`config.mk`:
```
export PLATFORM = sky130hd
export DESIGN_NAME = spi_frame_guard
export DESIGN_NICKNAME = d
export VERILOG_FILES = /design/src/rtl/spi_frame_guard.sv
export SDC_FILE = /design/constraint.sdc
export NUM_CORES = 1
export LEC_CHECK = 0
export CORE_AREA = 2 2 137 139
export CTS_BUF_LIST = sky130_fd_sc_hd__clkbuf_16
export DETAILED_ROUTE_END_ITERATION = 12
export DIE_AREA = 0 0 139 141
export PLACE_DENSITY = 0.72
export REMOVE_ABC_BUFFERS = 1
export SYNTH_ARGS = -nofsm -noshare
export SYNTH_HDL_FRONTEND = slang
export SYNTH_SLANG_ARGS = --single-unit
```
`constraint.sdc`:
```
create_clock -name clk -period 9.59 [get_ports clk]
set_input_delay 0.959 -clock clk [delete_from_list [all_inputs] [get_ports clk]]
set_output_delay 0.959 -clock clk [all_outputs]
set_load 0.01 [all_outputs]
```
`src/rtl/spi_frame_guard.sv`:
```
`default_nettype none
// ============================================================================
//  Module   : spi_frame_guard
//  Purpose  : Checksums SPI frames byte-serially, publishes good payloads,
//             runs a link watchdog and builds the tx_data return word.
//  Revision : 1.0 - initial release
// ============================================================================
module spi_frame_guard #(
    parameter int          BUFFER_SIZE_RX = 64,
    parameter int          BUFFER_SIZE_TX = 64,
    parameter logic [31:0] MSGID          = 32'h74697277,
    parameter logic [31:0] TIMEOUT        = 32'd5000000
) (
    input  logic                        clk,
    input  logic                        rst,
    input  logic [BUFFER_SIZE_RX-1:0]   rx_data,
    input  logic                        sync,
    input  logic [BUFFER_SIZE_TX-41:0]  tx_payload,
    output logic [BUFFER_SIZE_TX-1:0]   tx_data,
    output logic [BUFFER_SIZE_RX-41:0]  data_out,
    output logic                        valid,
    output logic                        enable,
    output logic [7:0]                  err_cnt
);

    localparam int                 c_NB       = BUFFER_SIZE_RX / 8;
    localparam int                 c_IDX_W    = $clog2(c_NB);
    localparam logic [c_IDX_W-1:0] c_LAST_IDX = c_IDX_W'(c_NB - 2);
    localparam logic [31:0]        c_WD_MAX   = TIMEOUT - 32'd1;
    localparam logic [31:0]        c_WD_WARN  = TIMEOUT - 32'd2;

    localparam logic [1:0] c_ST_IDLE   = 2'd0;
    localparam logic [1:0] c_ST_CHECK  = 2'd1;
    localparam logic [1:0] c_ST_COMMIT = 2'd2;

    logic [1:0]                r_state;
    logic [1:0]                w_next_state;
    logic [BUFFER_SIZE_RX-1:0] r_shadow;
    logic [7:0]                r_acc;
    logic [c_IDX_W-1:0]        r_idx;
    logic [7:0]                w_byte;
    logic                      w_good;
    logic                      w_bad;
    logic                      w_timeout;
    logic [31:0]               r_wdog;
    logic [5:0]                r_good_cnt;
    logic                      r_bad_flag;
    logic                      r_valid;
    logic                      r_enable;
    logic [BUFFER_SIZE_RX-41:0] r_data_out;
    logic [7:0]                r_err_cnt;
    logic [BUFFER_SIZE_TX-1:0] r_tx_data;

    always_ff @(posedge clk) begin
        if (rst) r_state <= c_ST_IDLE;
        else     r_state <= w_next_state;
    end

    // A sync strobe restarts the check from any state, including COMMIT
    always_comb begin
        w_next_state = c_ST_IDLE;
        case (r_state)
            c_ST_IDLE:   w_next_state = c_ST_IDLE;
            c_ST_CHECK:  w_next_state = (r_idx == c_LAST_IDX) ? c_ST_COMMIT : c_ST_CHECK;
            c_ST_COMMIT: w_next_state = c_ST_IDLE;
            default:     w_next_state = c_ST_IDLE;
        endcase
        if (sync) w_next_state = c_ST_CHECK;
    end

    always_comb begin
        w_good    = (r_state == c_ST_COMMIT) && (r_acc == r_shadow[7:0]);
        w_bad     = (r_state == c_ST_COMMIT) && (r_acc != r_shadow[7:0]);
        w_timeout = (r_wdog >= c_WD_WARN);
    end

    always_comb begin
        w_byte = 8'h00;
        for (int i = 0; i < c_NB - 1; i++) begin
            if (r_idx == c_IDX_W'(i)) w_byte = r_shadow[BUFFER_SIZE_RX-1-8*i -: 8];
        end
    end

    always_ff @(posedge clk) begin
        if (rst) begin
            r_shadow <= '0;
            r_acc    <= 8'h00;
            r_idx    <= '0;
        end else if (sync) begin
            r_shadow <= rx_data;
            r_acc    <= 8'h00;
            r_idx    <= '0;
        end else if (r_state == c_ST_CHECK) begin
            r_acc <= r_acc + w_byte;
            r_idx <= r_idx + 1'b1;
        end
    end

    // Enable drops on the same edge the watchdog lands on its ceiling
    always_ff @(posedge clk) begin
        if (rst) begin
            r_valid    <= 1'b0;
            r_enable   <= 1'b0;
            r_data_out <= '0;
            r_err_cnt  <= 8'h00;
            r_good_cnt <= 6'd0;
            r_bad_flag <= 1'b0;
            r_wdog     <= 32'd0;
        end else begin
            r_valid <= w_good;
            if (w_good) begin
                r_data_out <= r_shadow[BUFFER_SIZE_RX-33:8];
                r_enable   <= 1'b1;
                r_wdog     <= 32'd0;
                r_good_cnt <= r_good_cnt + 6'd1;
                r_bad_flag <= 1'b0;
            end else begin
                if (r_wdog != c_WD_MAX) r_wdog <= r_wdog + 32'd1;
                if (w_timeout) begin
                    r_enable   <= 1'b0;
                    r_data_out <= '0;
                end
                if (w_bad) begin
                    if (r_err_cnt != 8'hFF) r_err_cnt <= r_err_cnt + 8'h01;
                    r_bad_flag <= 1'b1;
                end
            end
        end
    end

    always_ff @(posedge clk) begin
        if (rst) r_tx_data <= {MSGID, 8'h00, {(BUFFER_SIZE_TX-40){1'b0}}};
        else     r_tx_data <= {MSGID, r_enable, r_bad_flag, r_good_cnt, tx_payload};
    end

    assign tx_data  = r_tx_data;
    assign data_out = r_data_out;
    assign valid    = r_valid;
    assign enable   = r_enable;
    assign err_cnt  = r_err_cnt;

endmodule
`default_nettype wire

```
m1.png
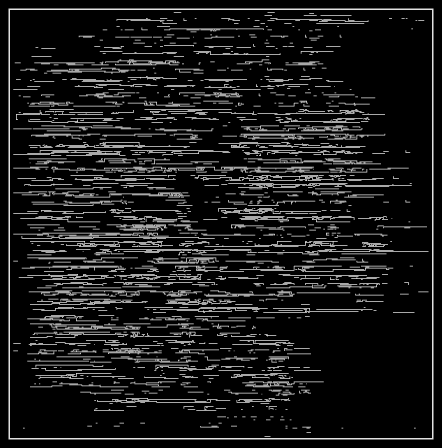
- longest straight run: 34.7 microns
- nets with wire on the layer: 992
met1 GRT Util: 25.4%
routed vias: 6,369
routed wire length: 18,400 microns

m4.png
Scale bar: 50 microns.
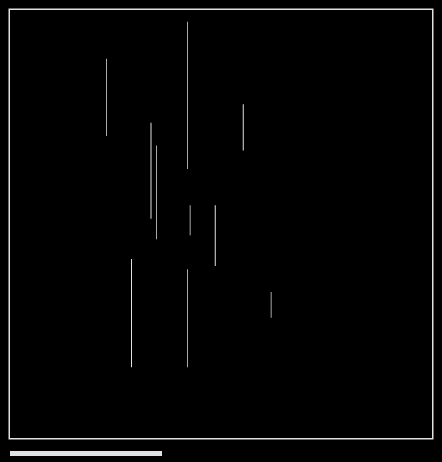
- nets with wire on the layer: 6
- main direction: vertical

m3.png
Scale bar: 50 microns. Cells faint in the background.
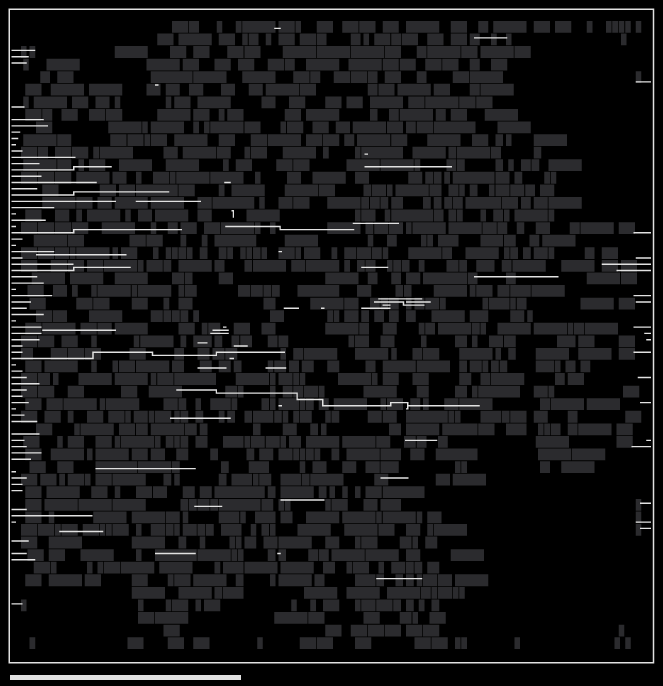
- main direction: horizontal
- wire length on this layer: 898 microns
met3 global-route usage: 4.79%

congestion_map.png
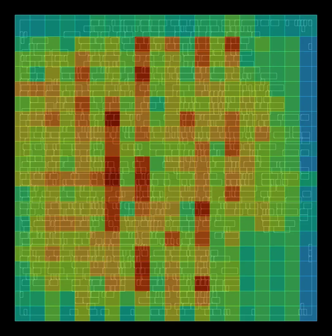
fraction of met2 tracks used by global routing: 29.5%
Total Routing Usage GR: 18.7%

m2.png
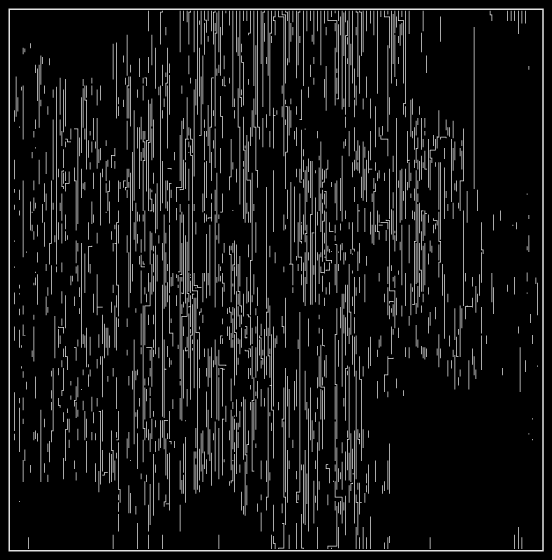
- nets with wire on the layer: 907
- longest straight run: 46.9 microns

==> Flow_metrics.wiki <==
== Metrics ==
{| class="wikitable"
! Metric !! Value
|-
| Clock tree from TritonCTS || yes
|-
| Half-perimeter wire length after placement || 13,200 microns
|-
| Status || finished clean
|-
| Main power-consuming group || sequential cells
|-
| Via-per-instance ratio || 5.14
|-
| Post-Layout Cell Count || 1,239
|-
| Switching power of the nets || 0.383 mW
|-
| Final Core Density || 55.4%
|-
| Share of synthesized registers carrying an async set or reset || 0%
|-
| Area fraction in and, or, nand and nor cells || 20.3%
|-
| Highest clock rate || 293 MHz
|-
| Clk_buf instances || 17
|-
| Latency at later pin || 0.43 ns
|-
| Combinational gate count || 613
|-
| Terminus of the critical flop-to-flop path || r_acc[6]$_SDFFE_PP0N_
|-
| Register cell area after layout || 0.00364 sq mm
|-
| Chain of cells forming the critical path || inv_1 -> ha_1 -> and3b_1 -> a21oi_1 -> o21ai_0 -> a22oi_1 -> o21ai_0 -> ha_1 -> fa_1 -> a21o_1 -> a21oi_1 -> o21a_1 -> or4_1 -> nand3_1
|-
| Critical path startpoint category || register
|-
| Largest cell class || multi-input combinational cells
|-
| Clock network power consumption || 0.645 mW
|-
| Placeable core region || 0.0183 sq mm
|}
Power is estimated from default activity; no workload was simulated.
